<file path="config.mk">
export PLATFORM = sky130hd
export DESIGN_NAME = mat4x4_stream_io_flat
export DESIGN_NICKNAME = d
export VERILOG_FILES = /design/src/rtl/mat4x4_stream_io_if.sv /design/src/rtl/mat4x4_stream_io.sv /design/src/flat_wrapper.sv
export SDC_FILE = /design/constraint.sdc
export NUM_CORES = 1
export LEC_CHECK = 0
export CORE_MARGIN = 2
export CORE_UTILIZATION = 49
export DETAILED_ROUTE_END_ITERATION = 16
export GPL_ROUTABILITY_DRIVEN = 1
export HOLD_SLACK_MARGIN = 0.02
export PLACE_DENSITY_LB_ADDON = 0.15
export SKIP_LAST_GASP = 1
export SYNTH_ARGS = -nofsm -noshare
export SYNTH_HDL_FRONTEND = slang
export SYNTH_SLANG_ARGS = --single-unit
</file>
<file path="constraint.sdc">
create_clock -name clk -period 3.6 [get_ports clk]
set_clock_uncertainty 0.2 [all_clocks]
set_input_delay 0.72 -clock clk [delete_from_list [all_inputs] [get_ports clk]]
set_output_delay 0.72 -clock clk [all_outputs]
set_load 0.01 [all_outputs]
</file>
<file path="src/rtl/mat4x4_stream_io_if.sv">
// Valid/ready byte streams of mat4x4_stream_io: operand bytes in, result bytes out.
interface mat4x4_stream_io_if;
  logic       in_valid;
  logic [7:0] in_data;
  logic       in_ready;
  logic       out_valid;
  logic [7:0] out_data;
  logic       out_last;
  logic       out_ready;

  modport master (
    output in_valid, in_data, out_ready,
    input  in_ready, out_valid, out_data, out_last
  );

  modport slave (
    input  in_valid, in_data, out_ready,
    output in_ready, out_valid, out_data, out_last
  );
endinterface

</file>
<file path="src/rtl/mat4x4_stream_io.sv">
// Byte-stream front end for the 4x4 8-bit matrix multiplier: loads A/B bytes,
// pulses start, waits for done (with optional timeout) and streams the result.
module mat4x4_stream_io #(
  parameter int TIMEOUT = 255
) (
  input  logic              clk,
  input  logic              rst,
  mat4x4_stream_io_if.slave io,
  output logic [127:0]      a_flat,
  output logic [127:0]      b_flat,
  output logic              start,
  input  logic              done,
  input  logic [127:0]      s_flat,
  output logic              err
);

  localparam int CW = (TIMEOUT > 0) ? $clog2(TIMEOUT + 1) : 1;
  localparam logic [CW-1:0] CNT_LAST = CW'(TIMEOUT - 1);

  typedef enum logic [1:0] {LOAD, START, WAIT, SEND} state_t;

  state_t        state, state_d;
  logic [4:0]    idx, idx_d;
  logic [CW-1:0] cnt, cnt_d;
  logic [127:0]  s_hold;
  logic          live;
  logic          in_hs, out_hs, capture, timeout;

  // live keeps in_ready low for the first cycle after rst, while state is already LOAD.
  assign io.in_ready  = live && (state == LOAD);
  assign start        = (state == START);
  assign io.out_valid = (state == SEND);
  assign io.out_last  = (state == SEND) && (idx == 5'd15);
  assign io.out_data  = (state == SEND) ? s_hold[{idx[3:0], 3'b000} +: 8] : 8'd0;

  assign in_hs  = io.in_valid && io.in_ready;
  assign out_hs = io.out_ready && (state == SEND);

  // NOTE: every signal gets a default before the case, so no path can infer a latch.
  always_comb begin
    state_d = state;
    idx_d   = idx;
    cnt_d   = cnt;
    capture = 1'b0;
    timeout = 1'b0;
    unique case (state)
      LOAD: begin
        if (in_hs) begin
          idx_d = idx + 5'd1;
          if (idx == 5'd31) begin
            state_d = START;
            idx_d   = '0;
          end
        end
      end
      START: begin
        state_d = WAIT;
        cnt_d   = '0;
      end
      WAIT: begin
        if (done) begin
          capture = 1'b1;
          state_d = SEND;
          idx_d   = '0;
        end else if ((TIMEOUT != 0) && (cnt == CNT_LAST)) begin
          timeout = 1'b1;
          state_d = LOAD;
          idx_d   = '0;
        end else begin
          cnt_d = cnt + 1'b1;
        end
      end
      SEND: begin
        if (out_hs) begin
          idx_d = idx + 5'd1;
          if (idx == 5'd15) begin
            state_d = LOAD;
            idx_d   = '0;
          end
        end
      end
      default: state_d = LOAD;
    endcase
  end

  // NOTE: sequential state uses non-blocking assignments so all flops update together.
  always_ff @(posedge clk) begin
    if (rst) begin
      state  <= LOAD;
      idx    <= '0;
      cnt    <= '0;
      live   <= 1'b0;
      err    <= 1'b0;
      // NOTE: the wide operand/result registers are reset because they drive outputs directly.
      a_flat <= '0;
      b_flat <= '0;
      s_hold <= '0;
    end else begin
      state <= state_d;
      idx   <= idx_d;
      cnt   <= cnt_d;
      live  <= 1'b1;
      if (in_hs) begin
        if (idx[4]) b_flat[{idx[3:0], 3'b000} +: 8] <= io.in_data;
        else        a_flat[{idx[3:0], 3'b000} +: 8] <= io.in_data;
      end
      if (capture) s_hold <= s_flat;
      if (timeout) err <= 1'b1;
    end
  end

endmodule

</file>
<file path="src/flat_wrapper.sv">
// flat-port wrapper written by rule: the top's interface ports become plain ports
module mat4x4_stream_io_flat 
#(
  parameter int TIMEOUT = 255
)
  (clk, rst, a_flat, b_flat, start, done, s_flat, err, io_in_valid, io_in_data, io_out_ready, io_in_ready, io_out_valid, io_out_data, io_out_last);
  mat4x4_stream_io_if io_i ();
  input  logic clk;
  input  logic rst;
  output logic [127:0] a_flat;
  output logic [127:0] b_flat;
  output logic start;
  input  logic done;
  input  logic [127:0] s_flat;
  output logic err;
  input wire logic [$bits(io_i.in_valid)-1:0] io_in_valid;
  input wire logic [$bits(io_i.in_data)-1:0] io_in_data;
  input wire logic [$bits(io_i.out_ready)-1:0] io_out_ready;
  output wire logic [$bits(io_i.in_ready)-1:0] io_in_ready;
  output wire logic [$bits(io_i.out_valid)-1:0] io_out_valid;
  output wire logic [$bits(io_i.out_data)-1:0] io_out_data;
  output wire logic [$bits(io_i.out_last)-1:0] io_out_last;
  assign io_i.in_valid = io_in_valid;
  assign io_i.in_data = io_in_data;
  assign io_i.out_ready = io_out_ready;
  assign io_in_ready = io_i.in_ready;
  assign io_out_valid = io_i.out_valid;
  assign io_out_data = io_i.out_data;
  assign io_out_last = io_i.out_last;
  mat4x4_stream_io #(.TIMEOUT(TIMEOUT)) u_core (.clk(clk), .rst(rst), .io(io_i), .a_flat(a_flat), .b_flat(b_flat), .start(start), .done(done), .s_flat(s_flat), .err(err));
endmodule
</file>
### Close-up of the layout

Scale bar: 10 µm. Window x 34 to 59, y 34 to 59 µm. Cells in gray, sequential cells in the stronger gray; small squares are vias.
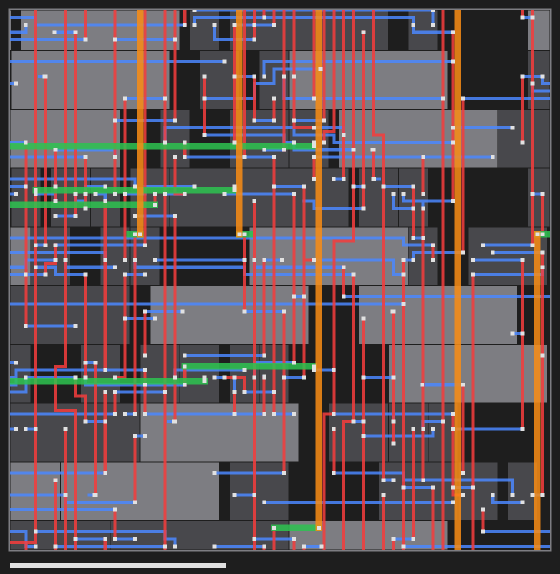
Key: met2 = red; met3 = green; met4 = orange; met1 = blue
Netlist names of flops here include u_core.s_hold (12). Sequential cells in the window: 12. Most frequent: nand2_1 (15), dfxtp_1 (12), a21oi_1 (11). 50 logic cells have their middle in the window.

### Where the registers sit

Scale bar: 50 µm. Other sequential cells in the stronger gray, the rest of the logic in the fainter gray.
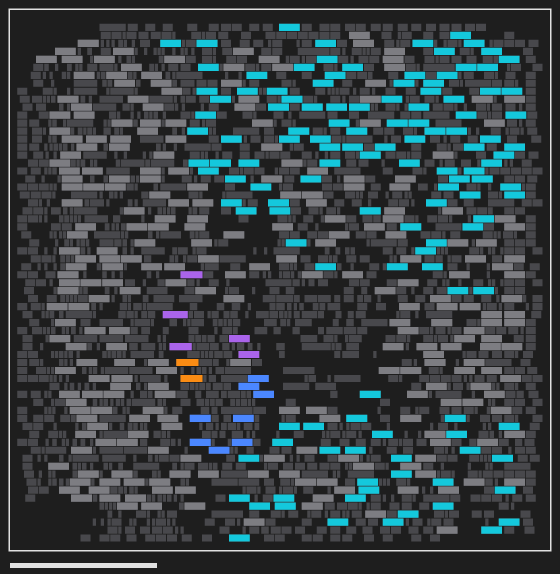
Key: u_core.idx = purple [flops 5]; u_core.state = orange [flops 2]; u_core.a_flat = cyan [flops 128]; u_core.cnt = blue [flops 8, where bottom middle]
Storage cell area: 0.008036 mm²
post-layout utilization of the core: 68.50%
power in sequential cells: 4.45 mW
flop share of the area: 36.99%

==> results.txt <==
Results of an implementation run.

In the post-route report, total wirelength is listed as 48.98 mm. The path class of the tightest hold or removal check is flop to flop. The most critical setup path has its startpoint at u_core.idx[0]. The routed length on met3 is 3.536 mm. In the CTS report, the clock slew at the register clock pins of the worst setup and hold paths is listed as 0.06 ns.

The clock network consumes a total of 4.29 mW. The relative max-transition margin is 51.48%. In this run the critical register-to-register path is launched from u_core.idx[0]. STA lists the maximum fanout along the critical path as 6. The area share of buffers outside the clock network is 20.20%. Logic depth along the worst register-to-register path is recorded as 7. The number of remaining DRC errors is 0. Net switching is 21.40% of the power. The power report attributes to the sequential group a share of 48.4%.

There are 401 flip-flops and latches. The synthesized area per cell is 9.399 µm². The clock distribution area overhead in the final layout is 6.185%. The most common logic cell in the final layout is nand2_1. The die covers 0.03389 mm². STA puts the critical path data arrival time at 2.64 ns. Summed over all layers, the global routing overflow is 0. The finished design was reported to have a net count of 2209. The end point of the critical path is io_out_data[2].

The first global-routing pass estimated 73.58 mm of wire. The post-synthesis adder-cell area fraction is 0.7085%. Detailed routing inserted a total of 13461 vias. The count of buffers added on input and output ports is 409. The endpoint with the worst hold slack is u_core.s_hold[44].

The maximum count of clock buffers along a single path is 3. Excluding fillers, the count of instances in the completed layout stands at 2489. After detailed routing, the average wire length per cell comes to 19.68 µm. For reference, the mux area share after synthesis is 20.59%. Based on the critical path, the design can be clocked at up to 0.2807 GHz.

Among all cell classes, the greatest summed area belongs to registers. The number of standard cells after synthesis is 1691. The ratio of final minimum period to clock period is 98.96%. The wire length on met2 is 23.75 mm. After routing, the total negative slack on setup checks comes to 0 ns. The synthesized netlist has a Yosys-reported chip area of 0.01589 mm².

Counting tap cells, the placed design contains a total of 2413 instances. The count of filler cells inserted in the layout is 2493. The tree is rooted in a clkbuf_16. The initial antenna violation count is 0. Across the run, the number of max-cap violations was 0. The category of the worst setup path capture point is a primary output.

In this run, power in combinational logic comes to 0.457 mW. The category of the most critical setup path is flop to primary output. The share of synthesized registers carrying an async set or reset is 0%. Leaving out fill and tap cells, the most frequent cells in the layout are nand2_1, clkdlybuf4s50_1, dfxtp_1.

According to the cell report, the number of logic gates is 1170. The total standard cell area after synthesis is 0.01589 mm². The share of cell area taken by multi-input logic gates is 34.14%. In this run, synthesis produced a sequential element count of 401. Prior to clock tree synthesis, the placed netlist has a worst setup slack of 0.3252 ns. Per the Yosys statistics, synthesis produced 1691 cells.

The share of cells above drive strength 1 is 7.571%. The data required time reported for the critical path is 2.68 ns. After floorplanning, the core was divided into 65 placement rows.

The clock network is responsible for 46.6% of the overall power. For this run, the script counts the antenna cells in the layout as 0. The routed design could run at a clock period as short as 3.562 ns.

The power group with the highest consumption is sequential cells. From synthesis to final layout, the design area changed by 36.71%. In this run the horizontal extent of the chip is 184.1 µm. The internal power of the cells totals 7.234 mW. In this run, the combinational gates consume 5.0% of the power. For the worst reg-to-reg path, the endpoint reported by OpenROAD is u_core.a_flat[118]. The overall power of the completed layout is 9.205 mW. The final worst slack is 0.03761 ns. The tally of yosys warning messages is 0. The number of tap cells inserted is 402.

The run finished with clean final reports. The post-synthesis simple-gate area fraction is 18.33%.
logic make-up after synthesis:
| group | Yosys count |
|---|---|
| compound gates | 176 |
| xor+xnor | 7 |
| fa+ha+maj | 9 |
| buf+inv | 120 |
| flops | 401 |
| mux | 292 |
| simple gates | 686 |
state kept, by name, indices dropped and copies added (netlist names):
signal	flops
u_core.idx	5
u_core.b_flat	128
u_core.state	2
u_core.s_hold	128
u_core.live	1
u_core.a_flat	128
u_core.cnt	8
u_core.err	1
worst max-delay path, cell delays in order (launching register included):
cell             delay, ns
dfxtp_4               0.41
buf_4                 0.14
mux4_2                0.48
o2111ai_1             0.40
nand2_1               0.18
clkdlybuf4s50_1       0.52
repair_timing:
| action | in CTS | in global routing |
|---|---|---|
| resized | 5 | 3 |
| buffers inserted | 6 | 0 |
| setup endpoints to repair | 9 | 8 |
Power is estimated from default activity; no workload was simulated.
